## src/rtl/alu_pkg.sv

```systemverilog
// Shared constants, opcodes and FSM state type for the two-requester ALU arbiter.
package alu_pkg;

    localparam int unsigned N_BITS_DEF = 32'd6;
    localparam int unsigned LAT_CNT_W  = 32'd3;

    localparam int unsigned OP_ADD   = 32'd0;
    localparam int unsigned OP_SUB   = 32'd1;
    localparam int unsigned OP_AND   = 32'd2;
    localparam int unsigned OP_OR    = 32'd3;
    localparam int unsigned OP_XOR   = 32'd4;
    localparam int unsigned OP_PASSA = 32'd5;

    typedef enum logic [1:0] {
        IDLE = 2'd0,
        EXEC = 2'd1,
        RESP = 2'd2
    } arb_state_t;

    function automatic logic [7:0] sat_inc8(input logic [7:0] value);
        if (value == 8'hFF) begin
            return value;
        end else begin
            return value + 8'd1;
        end
    endfunction

endpackage

```

## src/rtl/rr_arb2.sv

```systemverilog
// Two-way round-robin grant selection; the pointer names the requester granted last.
module rr_arb2 (
    input  logic [1:0] req,
    input  logic       last,
    output logic [1:0] grant,
    output logic       grant_idx
);

    // One-hot grant: a lone requester always wins, a tie goes to the one not served last.
    always_comb begin
        grant     = 2'b00;
        grant_idx = 1'b0;
        case (req)
            2'b01: begin
                grant     = 2'b01;
                grant_idx = 1'b0;
            end
            2'b10: begin
                grant     = 2'b10;
                grant_idx = 1'b1;
            end
            2'b11: begin
                if (last) begin
                    grant     = 2'b01;
                    grant_idx = 1'b0;
                end else begin
                    grant     = 2'b10;
                    grant_idx = 1'b1;
                end
            end
            default: begin
                grant     = 2'b00;
                grant_idx = 1'b0;
            end
        endcase
    end

endmodule

```

## src/rtl/alu_arbiter.sv

```systemverilog
// Shares one pipelined ALU between two requesters (IDLE -> EXEC -> RESP).
// Optional saturating grant counters are built when ALU_ARB_STATS_EN is defined.
module alu_arbiter
    import alu_pkg::*;
#(
    parameter int unsigned N_BITS  = N_BITS_DEF,
    parameter int unsigned ALU_LAT = 32'd1
) (
    input  logic              clock,
    input  logic              reset,
    input  logic              i_req0_valid,
    output logic              o_req0_ready,
    input  logic [N_BITS-1:0] i_req0_a,
    input  logic [N_BITS-1:0] i_req0_b,
    input  logic [N_BITS-1:0] i_req0_op,
    input  logic              i_req1_valid,
    output logic              o_req1_ready,
    input  logic [N_BITS-1:0] i_req1_a,
    input  logic [N_BITS-1:0] i_req1_b,
    input  logic [N_BITS-1:0] i_req1_op,
    output logic              o_rsp0_valid,
    output logic [N_BITS-1:0] o_rsp0_res,
    output logic              o_rsp1_valid,
    output logic [N_BITS-1:0] o_rsp1_res,
    output logic [N_BITS-1:0] o_alu_a,
    output logic [N_BITS-1:0] o_alu_b,
    output logic [N_BITS-1:0] o_alu_op,
    input  logic [N_BITS-1:0] i_alu_res,
    output logic              o_busy
`ifdef ALU_ARB_STATS_EN
    ,
    output logic [7:0]        o_grant_cnt0,
    output logic [7:0]        o_grant_cnt1
`endif
);

    localparam logic [LAT_CNT_W-1:0] LAT_INIT = LAT_CNT_W'(ALU_LAT);

    arb_state_t           state_r;
    logic [LAT_CNT_W-1:0] cnt_r;
    logic                 last_r;
    logic                 owner_r;
    logic                 busy_r;
    logic [N_BITS-1:0]    alu_a_r;
    logic [N_BITS-1:0]    alu_b_r;
    logic [N_BITS-1:0]    alu_op_r;
    logic                 rsp0_valid_r;
    logic                 rsp1_valid_r;
    logic [N_BITS-1:0]    rsp0_res_r;
    logic [N_BITS-1:0]    rsp1_res_r;

    logic [1:0]           req_s;
    logic [1:0]           grant_s;
    logic                 grant_idx_s;
    logic                 accept_s;
    logic                 handshake_s;
    logic [N_BITS-1:0]    sel_a_s;
    logic [N_BITS-1:0]    sel_b_s;
    logic [N_BITS-1:0]    sel_op_s;

    assign req_s = {i_req1_valid, i_req0_valid};

    rr_arb2 u_rr_arb2 (
        .req       (req_s),
        .last      (last_r),
        .grant     (grant_s),
        .grant_idx (grant_idx_s)
    );

    // Readies are combinational so a request can be taken in its first idle cycle.
    assign accept_s    = (state_r == IDLE) && !reset;
    assign handshake_s = accept_s && (grant_s != 2'b00);

    // Ready decode: only the granted requester, and only while idle and out of reset.
    always_comb begin
        o_req0_ready = 1'b0;
        o_req1_ready = 1'b0;
        if (accept_s) begin
            o_req0_ready = grant_s[0];
            o_req1_ready = grant_s[1];
        end else begin
            o_req0_ready = 1'b0;
            o_req1_ready = 1'b0;
        end
    end

    // Operand mux feeding the ALU input registers.
    always_comb begin
        sel_a_s  = i_req0_a;
        sel_b_s  = i_req0_b;
        sel_op_s = i_req0_op;
        if (grant_idx_s) begin
            sel_a_s  = i_req1_a;
            sel_b_s  = i_req1_b;
            sel_op_s = i_req1_op;
        end else begin
            sel_a_s  = i_req0_a;
            sel_b_s  = i_req0_b;
            sel_op_s = i_req0_op;
        end
    end

    // Control FSM with its latency counter, grant pointer and all output registers.
    always_ff @(posedge clock) begin
        if (reset) begin
            state_r      <= IDLE;
            cnt_r        <= '0;
            last_r       <= 1'b1;
            owner_r      <= 1'b0;
            busy_r       <= 1'b0;
            alu_a_r      <= '0;
            alu_b_r      <= '0;
            alu_op_r     <= '0;
            rsp0_valid_r <= 1'b0;
            rsp1_valid_r <= 1'b0;
            rsp0_res_r   <= '0;
            rsp1_res_r   <= '0;
        end else begin
            case (state_r)
                IDLE: begin
                    rsp0_valid_r <= 1'b0;
                    rsp1_valid_r <= 1'b0;
                    if (handshake_s) begin
                        state_r  <= EXEC;
                        busy_r   <= 1'b1;
                        cnt_r    <= LAT_INIT;
                        owner_r  <= grant_idx_s;
                        last_r   <= grant_idx_s;
                        alu_a_r  <= sel_a_s;
                        alu_b_r  <= sel_b_s;
                        alu_op_r <= sel_op_s;
                    end else begin
                        busy_r <= 1'b0;
                    end
                end
                EXEC: begin
                    // The counter reaching zero marks the cycle the ALU result is valid.
                    if (cnt_r == '0) begin
                        state_r <= RESP;
                        if (owner_r) begin
                            rsp1_res_r   <= i_alu_res;
                            rsp1_valid_r <= 1'b1;
                        end else begin
                            rsp0_res_r   <= i_alu_res;
                            rsp0_valid_r <= 1'b1;
                        end
                    end else begin
                        cnt_r <= cnt_r - LAT_CNT_W'(1);
                    end
                end
                RESP: begin
                    state_r      <= IDLE;
                    busy_r       <= 1'b0;
                    rsp0_valid_r <= 1'b0;
                    rsp1_valid_r <= 1'b0;
                end
                default: begin
                    state_r      <= IDLE;
                    busy_r       <= 1'b0;
                    rsp0_valid_r <= 1'b0;
                    rsp1_valid_r <= 1'b0;
                end
            endcase
        end
    end

    assign o_alu_a      = alu_a_r;
    assign o_alu_b      = alu_b_r;
    assign o_alu_op     = alu_op_r;
    assign o_rsp0_valid = rsp0_valid_r;
    assign o_rsp1_valid = rsp1_valid_r;
    assign o_rsp0_res   = rsp0_res_r;
    assign o_rsp1_res   = rsp1_res_r;
    assign o_busy       = busy_r;

`ifdef ALU_ARB_STATS_EN
    logic [7:0] grant_cnt0_r;
    logic [7:0] grant_cnt1_r;

    // Saturating per-requester handshake counters.
    always_ff @(posedge clock) begin
        if (reset) begin
            grant_cnt0_r <= 8'd0;
            grant_cnt1_r <= 8'd0;
        end else begin
            if (handshake_s && !grant_idx_s) begin
                grant_cnt0_r <= sat_inc8(grant_cnt0_r);
            end else begin
                grant_cnt0_r <= grant_cnt0_r;
            end
            if (handshake_s && grant_idx_s) begin
                grant_cnt1_r <= sat_inc8(grant_cnt1_r);
            end else begin
                grant_cnt1_r <= grant_cnt1_r;
            end
        end
    end

    assign o_grant_cnt0 = grant_cnt0_r;
    assign o_grant_cnt1 = grant_cnt1_r;
`endif

endmodule

```

## config.mk

```make
export PLATFORM = sky130hd
export DESIGN_NAME = alu_arbiter
export DESIGN_NICKNAME = d
export VERILOG_FILES = /design/src/rtl/alu_pkg.sv /design/src/rtl/rr_arb2.sv /design/src/rtl/alu_arbiter.sv
export SDC_FILE = /design/constraint.sdc
export NUM_CORES = 1
export LEC_CHECK = 0
export CORE_MARGIN = 3
export CORE_UTILIZATION = 42
export CTS_CLUSTER_DIAMETER = 40
export DETAILED_ROUTE_END_ITERATION = 16
export PLACE_DENSITY_LB_ADDON = 0.1
export SLEW_MARGIN = 20
export SYNTH_ARGS = -nofsm -noshare
export SYNTH_HDL_FRONTEND = slang
export SYNTH_SLANG_ARGS = --single-unit
```

## constraint.sdc

```tcl
create_clock -name clock -period 2.15 [get_ports clock]
set_clock_uncertainty 0.15 [all_clocks]
set_input_delay 0.5375 -clock clock [delete_from_list [all_inputs] [get_ports clock]]
set_output_delay 0.5375 -clock clock [all_outputs]
set_load 0.01 [all_outputs]
```

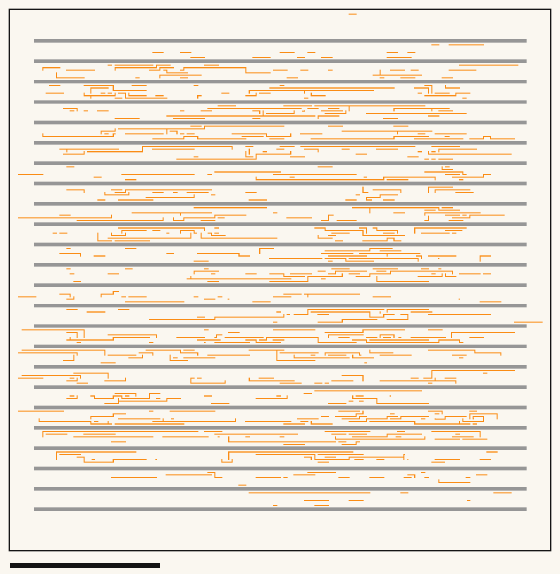
(met1 routing)
Bar = 20 um. Supply wires on this layer in grey.
main direction: horizontal
share of all routed wire: 43%
longest straight run: 20.7 um
nets with wire on the layer: 287
wire length on this layer: 2010 um
Vias: 1775
Routed Wire Length: 4643 um
GRT met1 Usage: 0.2117

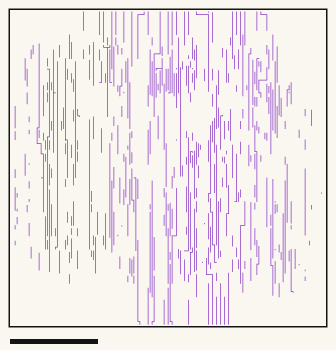
(signal wires on met2)
Bar = 20 um.
main direction: vertical
wire length on this layer: 2230 um
nets with wire on the layer: 280
longest straight run: 42.3 um
met2 GRT Util: 0.3266

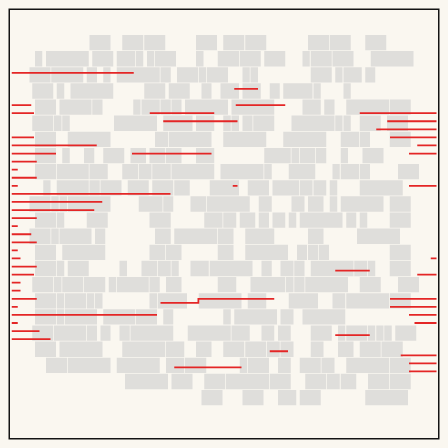
(signal wires on met3)
longest straight run: 26.4 um
main direction: horizontal
nets with wire on the layer: 49
wire length on this layer: 361 um
share of all routed wire: 7.8%

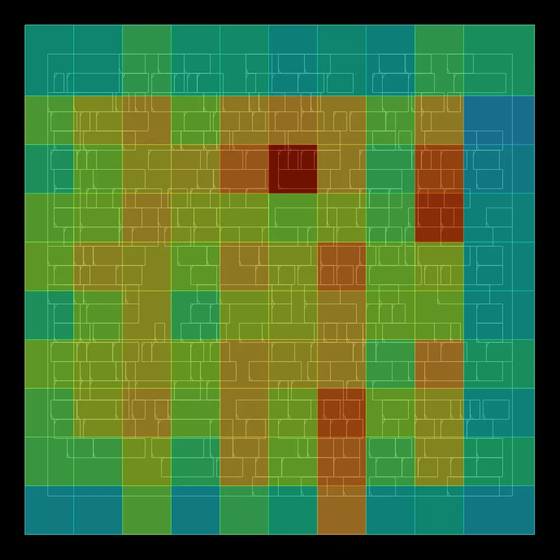
(routing congestion)
Total GRT Usage: 0.1843
WL/cell: 13.70 um

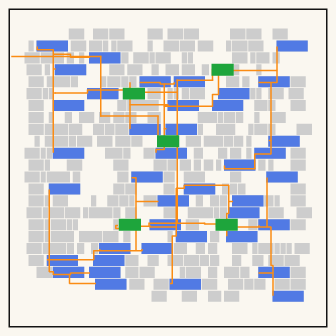
(clock wires, drivers and flops)
[orange] clock wires | length: 500 um
[blue] flip-flops | count: 40
[green] clock-net drivers | count: 5
flops lie: all over the die

==> run_results.csv <==
group,metric,value,unit
placed_design,portBuffers,80,
detailed_routing,drt-vias-per-instance,5.236,
logic_synthesis,netlist.top_cell.by_area,"dfxtp_1",
logic_synthesis,ys_seq_share,0.4360,
grt,grt_pass1_wl,7686,um
logic_synthesis,top_cells_by_area,"dfxtp_1 (44%), nand2_1 (9.2%), a311oi_2 (7.4%), a21oi_1 (6.0%), a311oi_1 (4.3%)",
pwr,seqPwrFrac,0.444,
clock_tree,clkTransAtPathRegs,0.07,ns
outcome,outcome,"finished, final reports clean",
final_layout,fin_util,0.6850,
worst_setup_path,r2r-end,"o_rsp0_res[5]",
worst_setup_path,cpPeakStageDelay,0.25,ns
die,fp.dieH,72.13,um
worst_setup_path,reg2reg_slack,0.44,ns
grt,antenna_found_initial,0,
worst_setup_path,worstSetupStartpointType,"input pin",
worst_setup_path,worstPathRequired,1.46,ns
logic_synthesis,synth.top_cells.by_count,"nand2_1 (45), dfxtp_1 (40), a21oi_1 (22)",
logic_synthesis,top_cell,"nand2_1",
pwr,power_leader,"registers",
logic_synthesis,synth_cell_types,37,
die,fp-utilization,0.4463,
die,io_pins,81,
die,chip_area,5203,sq um
[final cells by class]
class                           instances  area (sq um)  area share
Clock inverter                          1         5.005    0.001775
Sequential cell                        40         800.8      0.2841
Tap cell                               50         62.56     0.02219
Multi-Input combinational cell        139         924.6      0.3280
Clock buffer                            6         72.57     0.02574
Timing Repair Buffer                   98         934.6      0.3316
Inverter                                5         18.77    0.006658
[cell usage in the layout, fill, tap and decap left out, types with 7 or more instances in the layout]
master           count
a21oi_1             22
a311oi_2             9
dfxtp_1             40
a311oi_1             9
nor4_1               7
buf_4               17
nand2b_1             7
clkdlybuf4s50_1     75
nand2_1             45
[registers in the layout, indices dropped and copies added, names as in the netlist]
| signal | flops |
|---|---|
| cnt_r | 3 |
| o_alu_op | 6 |
| owner_r | 1 |
| o_alu_b | 6 |
| state_r | 2 |
| o_rsp0_res | 6 |
| o_rsp1_valid | 1 |
| o_rsp1_res | 6 |
| o_alu_a | 6 |
| o_rsp0_valid | 1 |
| last_r | 1 |
| o_busy | 1 |
[metrics by stage]
step / setup TNS [ns] / cells / power, W
3_5_place_dp: -1.247 / 332 / 0.001490
4_1_cts: 0 / 339 / 0.001958
3_3_place_gp: -1.024 / 332 / 0.001483
2_1_floorplan: 0 / 200 / 0.001194
6_report: 0 / 339 / 0.001934
5_1_grt: 0 / 339 / 0.002046
[kinds of logic (layout without fill, tap and decap cells)]
logic type | after synthesis | in the layout
buffers and inverters | 21 | 110
DFF | 40 | 40
and+or+nand+nor | 76 | 76
muxes | 6 | 6
AOI/OAI and AO/OA | 55 | 55
adders and majority gates | 2 | 2
[per-layer routing]
layer | track usage | vias up | routed length, um
met4 | 0.04593 | 0 | 46
met2 | 0.3266 | 62 | 2229
met5 | 0 | - | 0
met1 | 0.2117 | 809 | 2006
li1 | - | 898 | -
met3 | 0.06233 | 6 | 361
Power is estimated from default activity; no workload was simulated.
